### config.mk
export PLATFORM = sky130hd
export DESIGN_NAME = sar_search_ctrl
export DESIGN_NICKNAME = d
export VERILOG_FILES = /design/src/rtl/sar_pkg.sv /design/src/rtl/sar_bit_ptr.sv /design/src/rtl/sar_search_ctrl.sv
export SDC_FILE = /design/constraint.sdc
export NUM_CORES = 1
export LEC_CHECK = 0
export CAP_MARGIN = 20
export CORE_UTILIZATION = 30
export CTS_BUF_LIST = sky130_fd_sc_hd__clkbuf_4 sky130_fd_sc_hd__clkbuf_8
export DETAILED_ROUTE_END_ITERATION = 8
export GPL_TIMING_DRIVEN = 0
export PLACE_DENSITY = 0.51
export SLEW_MARGIN = 10
export SYNTH_ARGS = -nofsm -noshare
export SYNTH_HDL_FRONTEND = slang
export SYNTH_SLANG_ARGS = --single-unit
### constraint.sdc
create_clock -name CLK -period 1.9 [get_ports CLK]
set_clock_uncertainty 0.1 [all_clocks]
set_input_delay 0.38 -clock CLK [delete_from_list [all_inputs] [get_ports CLK]]
set_output_delay 0.38 -clock CLK [all_outputs]
set_load 0.01 [all_outputs]
### src/rtl/sar_pkg.sv
// sar_pkg: shared types for the successive-approximation search controller.
//   state_e      : controller states (idle, trial, verify, done)
//   flags_t      : comparator flag vector {equal, less, higher}
//   flags_onehot : true when exactly one comparator flag is asserted
package sar_pkg;

  typedef enum logic [1:0] {
    StIdle,
    StTrial,
    StVerify,
    StDone
  } state_e;

  typedef struct packed {
    logic equal;
    logic less;
    logic higher;
  } flags_t;

  function automatic logic flags_onehot(input flags_t f);
    return (f == 3'b100) || (f == 3'b010) || (f == 3'b001);
  endfunction

endpackage

### src/rtl/sar_bit_ptr.sv
// sar_bit_ptr: bit pointer for the SAR search plus the trial-bit set/clear logic.
//   clk_i, rst_i  : clock, asynchronous active-high reset
//   load_i        : start a search; pointer to MSB, next probe = MSB only
//   step_i        : resolve the current bit (keep_i) and arm the next lower bit
//   keep_i        : 1 keeps the pointer bit, 0 clears it
//   probe_i       : probe currently presented to the comparator
//   probe_next_o  : probe to present next cycle
//   last_o        : pointer is at bit 0 (final trial)
module sar_bit_ptr
  import sar_pkg::*;
#(
  parameter int unsigned WIDTH = 4
) (
  input  logic             clk_i,
  input  logic             rst_i,
  input  logic             load_i,
  input  logic             step_i,
  input  logic             keep_i,
  input  logic [WIDTH-1:0] probe_i,
  output logic [WIDTH-1:0] probe_next_o,
  output logic             last_o
);

  localparam int unsigned PtrW = (WIDTH > 1) ? $clog2(WIDTH) : 1;
  localparam logic [PtrW-1:0] PtrMax = PtrW'(WIDTH - 1);

  logic [PtrW-1:0] ptr_q, ptr_d;

  always_comb begin
    ptr_d        = ptr_q;
    probe_next_o = probe_i;
    if (load_i) begin
      ptr_d                = PtrMax;
      probe_next_o         = '0;
      probe_next_o[PtrMax] = 1'b1;
    end else if (step_i) begin
      probe_next_o[ptr_q] = keep_i;
      if (ptr_q != '0) begin
        probe_next_o[ptr_q - 1'b1] = 1'b1;
        ptr_d                      = ptr_q - 1'b1;
      end
    end
  end

  assign last_o = (ptr_q == '0);

  always_ff @(posedge clk_i or posedge rst_i) begin
    if (rst_i) begin
      ptr_q <= PtrMax;
    end else begin
      ptr_q <= ptr_d;
    end
  end

endmodule

### src/rtl/sar_search_ctrl.sv
// sar_search_ctrl: MSB-first successive-approximation initiator driving the probe
// operand of a magnitude comparator and recovering the unknown target value.
//   CLK, RST      : clock, asynchronous active-high reset
//   START         : request a search (accepted only when idle)
//   EQUAL/LESS/HIGHER : comparator flags for PROBE vs target, sampled same cycle
//   PROBE         : registered trial value
//   BUSY          : high during trial and verify cycles
//   DONE          : one-cycle completion pulse
//   RESULT        : recovered value, held until the next completion
//   FOUND, ERROR  : completion status, valid with DONE and held afterwards
// Build option: define SAR_EARLY_EXIT_EN to finish as soon as a trial hits EQUAL;
// otherwise every search runs all WIDTH trials plus a verify cycle.
module sar_search_ctrl
  import sar_pkg::*;
#(
  parameter int unsigned WIDTH = 4
) (
  input  logic             CLK,
  input  logic             RST,
  input  logic             START,
  input  logic             EQUAL,
  input  logic             LESS,
  input  logic             HIGHER,
  output logic [WIDTH-1:0] PROBE,
  output logic             BUSY,
  output logic             DONE,
  output logic [WIDTH-1:0] RESULT,
  output logic             FOUND,
  output logic             ERROR
);

  state_e           state_q, state_d;
  logic [WIDTH-1:0] probe_q, probe_d;
  logic [WIDTH-1:0] result_q, result_d;
  logic             busy_q, busy_d;
  logic             done_q, done_d;
  logic             found_q, found_d;
  logic             error_q, error_d;

  flags_t           flags;
  logic             onehot;
  logic             load, step, keep;
  logic [WIDTH-1:0] probe_next;
  logic             last;

  assign flags  = '{equal: EQUAL, less: LESS, higher: HIGHER};
  assign onehot = flags_onehot(flags);
  // With one-hot flags, anything but HIGHER means the probe bit belongs to the target.
  assign keep   = ~HIGHER;

  sar_bit_ptr #(
    .WIDTH(WIDTH)
  ) u_bit_ptr (
    .clk_i       (CLK),
    .rst_i       (RST),
    .load_i      (load),
    .step_i      (step),
    .keep_i      (keep),
    .probe_i     (probe_q),
    .probe_next_o(probe_next),
    .last_o      (last)
  );

  always_comb begin
    state_d  = state_q;
    probe_d  = probe_q;
    result_d = result_q;
    found_d  = found_q;
    error_d  = error_q;
    busy_d   = 1'b0;
    done_d   = 1'b0;
    load     = 1'b0;
    step     = 1'b0;
    unique case (state_q)
      StIdle: begin
        if (START) begin
          load    = 1'b1;
          probe_d = probe_next;
          busy_d  = 1'b1;
          state_d = StTrial;
        end
      end
      StTrial: begin
        busy_d = 1'b1;
        if (!onehot) begin
          state_d  = StDone;
          busy_d   = 1'b0;
          done_d   = 1'b1;
          result_d = probe_q;
          found_d  = 1'b0;
          error_d  = 1'b1;
`ifdef SAR_EARLY_EXIT_EN
        end else if (EQUAL) begin
          state_d  = StDone;
          busy_d   = 1'b0;
          done_d   = 1'b1;
          result_d = probe_q;
          found_d  = 1'b1;
          error_d  = 1'b0;
`endif
        end else begin
          step    = 1'b1;
          probe_d = probe_next;
          if (last) begin
            state_d = StVerify;
          end
        end
      end
      StVerify: begin
        state_d  = StDone;
        done_d   = 1'b1;
        result_d = probe_q;
        found_d  = EQUAL & onehot;
        error_d  = ~onehot;
      end
      StDone: begin
        state_d = StIdle;
      end
      default: begin
        state_d = StIdle;
      end
    endcase
  end

  always_ff @(posedge CLK or posedge RST) begin
    if (RST) begin
      state_q  <= StIdle;
      probe_q  <= '0;
      result_q <= '0;
      busy_q   <= 1'b0;
      done_q   <= 1'b0;
      found_q  <= 1'b0;
      error_q  <= 1'b0;
    end else begin
      state_q  <= state_d;
      probe_q  <= probe_d;
      result_q <= result_d;
      busy_q   <= busy_d;
      done_q   <= done_d;
      found_q  <= found_d;
      error_q  <= error_d;
    end
  end

  assign PROBE  = probe_q;
  assign RESULT = result_q;
  assign BUSY   = busy_q;
  assign DONE   = done_q;
  assign FOUND  = found_q;
  assign ERROR  = error_q;

endmodule

==> run notes <==
• **run status** complete, no violations
• **count of maximum capacitance violations** 0
• **leakage component of the power** 0.556 nW
• **mapped cell area** 957 um2
• **HPWL after detailed placement** 1.39 mm
• **TritonCTS clock tree** yes
• **Critical path origin** u_bit_ptr.ptr_q[0]$_DFFE_PP1P_
• **biggest area contributors in the synthesized netlist** dfrtp_1 (37%), ha_1 (10%), mux2_2 (7.1%), dfstp_2 (5.5%), nand2_1 (3.9%)
• **R2R Path End** state_q[1]$_DFFE_PP0P_
• **sink count of the clock tree** 16
• **Final Worst Setup Slack** 81.1 ps
• **core area** 3030 um2
• **start of the worst register-to-register path** u_bit_ptr.ptr_q[0]$_DFFE_PP1P_
• **post-cts sizing count** 5
• **Net Sw Frac** 0.371
• **kind of cell with the highest combined delay on the critical path** flip-flops
• **async set or reset register ratio after synthesis** 1.00
• **combinational-cell power consumption** 1.15 mW
• **power dissipated in sequential cells** 0.605 mW
• **Int Pwr** 1.25 mW
• **length of routed met3 wiring** 73 um
• **post-synthesis sequential area ratio** 0.421
• **antenna violations before repair** 0
• **AO/OA Area Share** 0.144
• **number of inserted diodes** 0
• **boundary pin count** 18
• **antenna violation net count after detailed routing** 0
• **chip area** 3420 um2
[layout make-up]
class                           count  area [um2]  area share
Clock buffer                        4        36.3      0.0292
Multi-Input combinational cell     68         528       0.425
Tap cell                           44        55.1      0.0444
Timing Repair Buffer               20         189       0.152
Inverter                            8        30.0      0.0242
Sequential cell                    16         403       0.325
[per-stage QoR]
step | hold WS (ps) | utilization
detailed placement | 395 | 0.390
global placement | 390 | 0.390
CTS | 390 | 0.409
global route | 425 | 0.410
finish | 360 | 0.410
floorplan | 192 | -
[worst reg2reg max path: stages, from the launching register on]
cell and delay, ps:
dfstp_2 550, inv_1 70, ha_2 220, nand2b_1 180, a211oi_4 210, nor2_2 100, mux2_4 300
Fig. 1: metal 1
The bar under the picture is 20 um long.
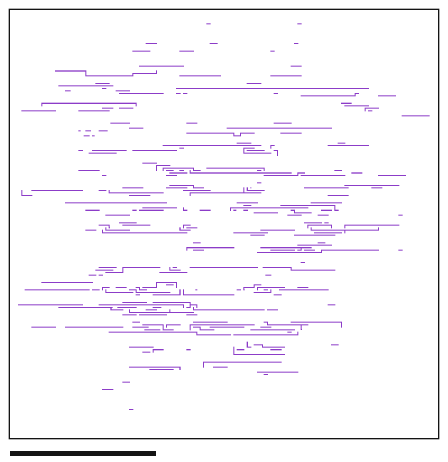
wire length on this layer: 863 um
main direction: horizontal
share of all routed wire: 46%

Fig. 2: met2 routing
The bar under the picture is 20 um long. Cells faint in the background.
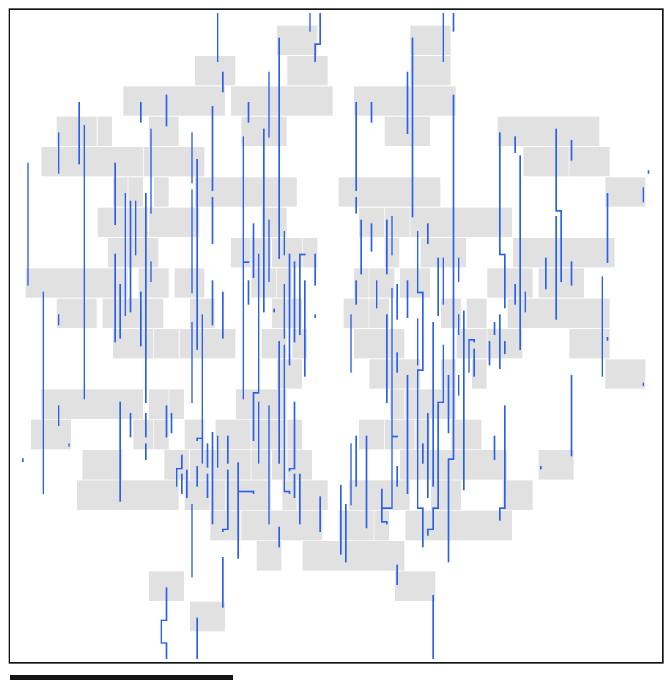
nets with wire on the layer: 112
main direction: vertical
share of all routed wire: 50%
wire length on this layer: 937 um
longest straight run: 32.6 um
total via count after detailed routing: 733
GR met2 Demand/Resource: 0.207
total routed wirelength: 1.88 mm

Fig. 3: signal wires on met3
The bar under the picture is 20 um long. Cells faint in the background.
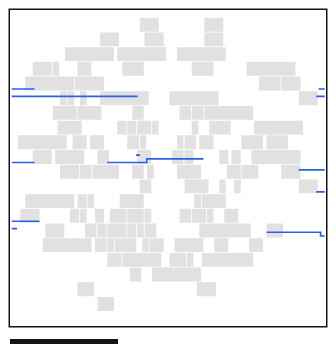
nets with wire on the layer: 11
wire length on this layer: 73.7 um

Fig. 4: cell area per tile
12 x 12 tiles, from white (low) to dark blue (high), 0 to 100% covered.
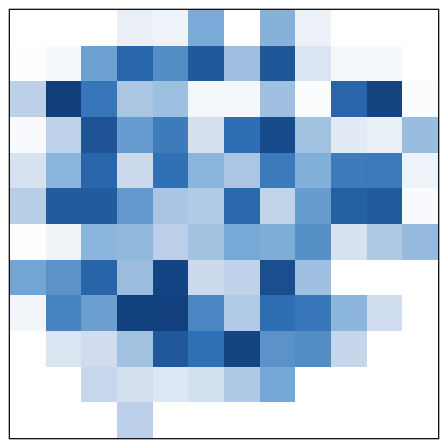
nearly empty tiles: 24%
mean over tiles: 35%
tiles over 75% full: 15%
fullest tile: 94%
emptiest ninth of the die: south-east

Fig. 5: routing congestion map
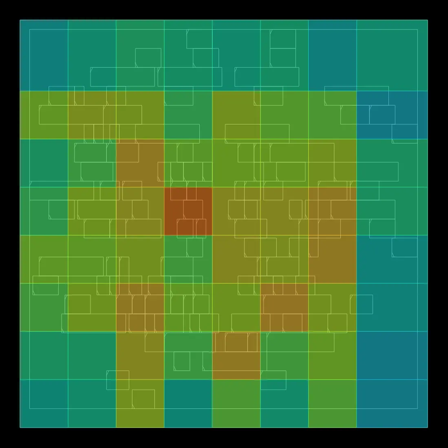
post-DR wirelength/cell: 11.8 um
final standard cell utilization of the core: 0.410
GR met3 Demand/Resource: 0.0418
GRT Max-Usage Layer: met2
global routing met1 resource utilization: 0.165

Power and IR drop assume default switching activity.
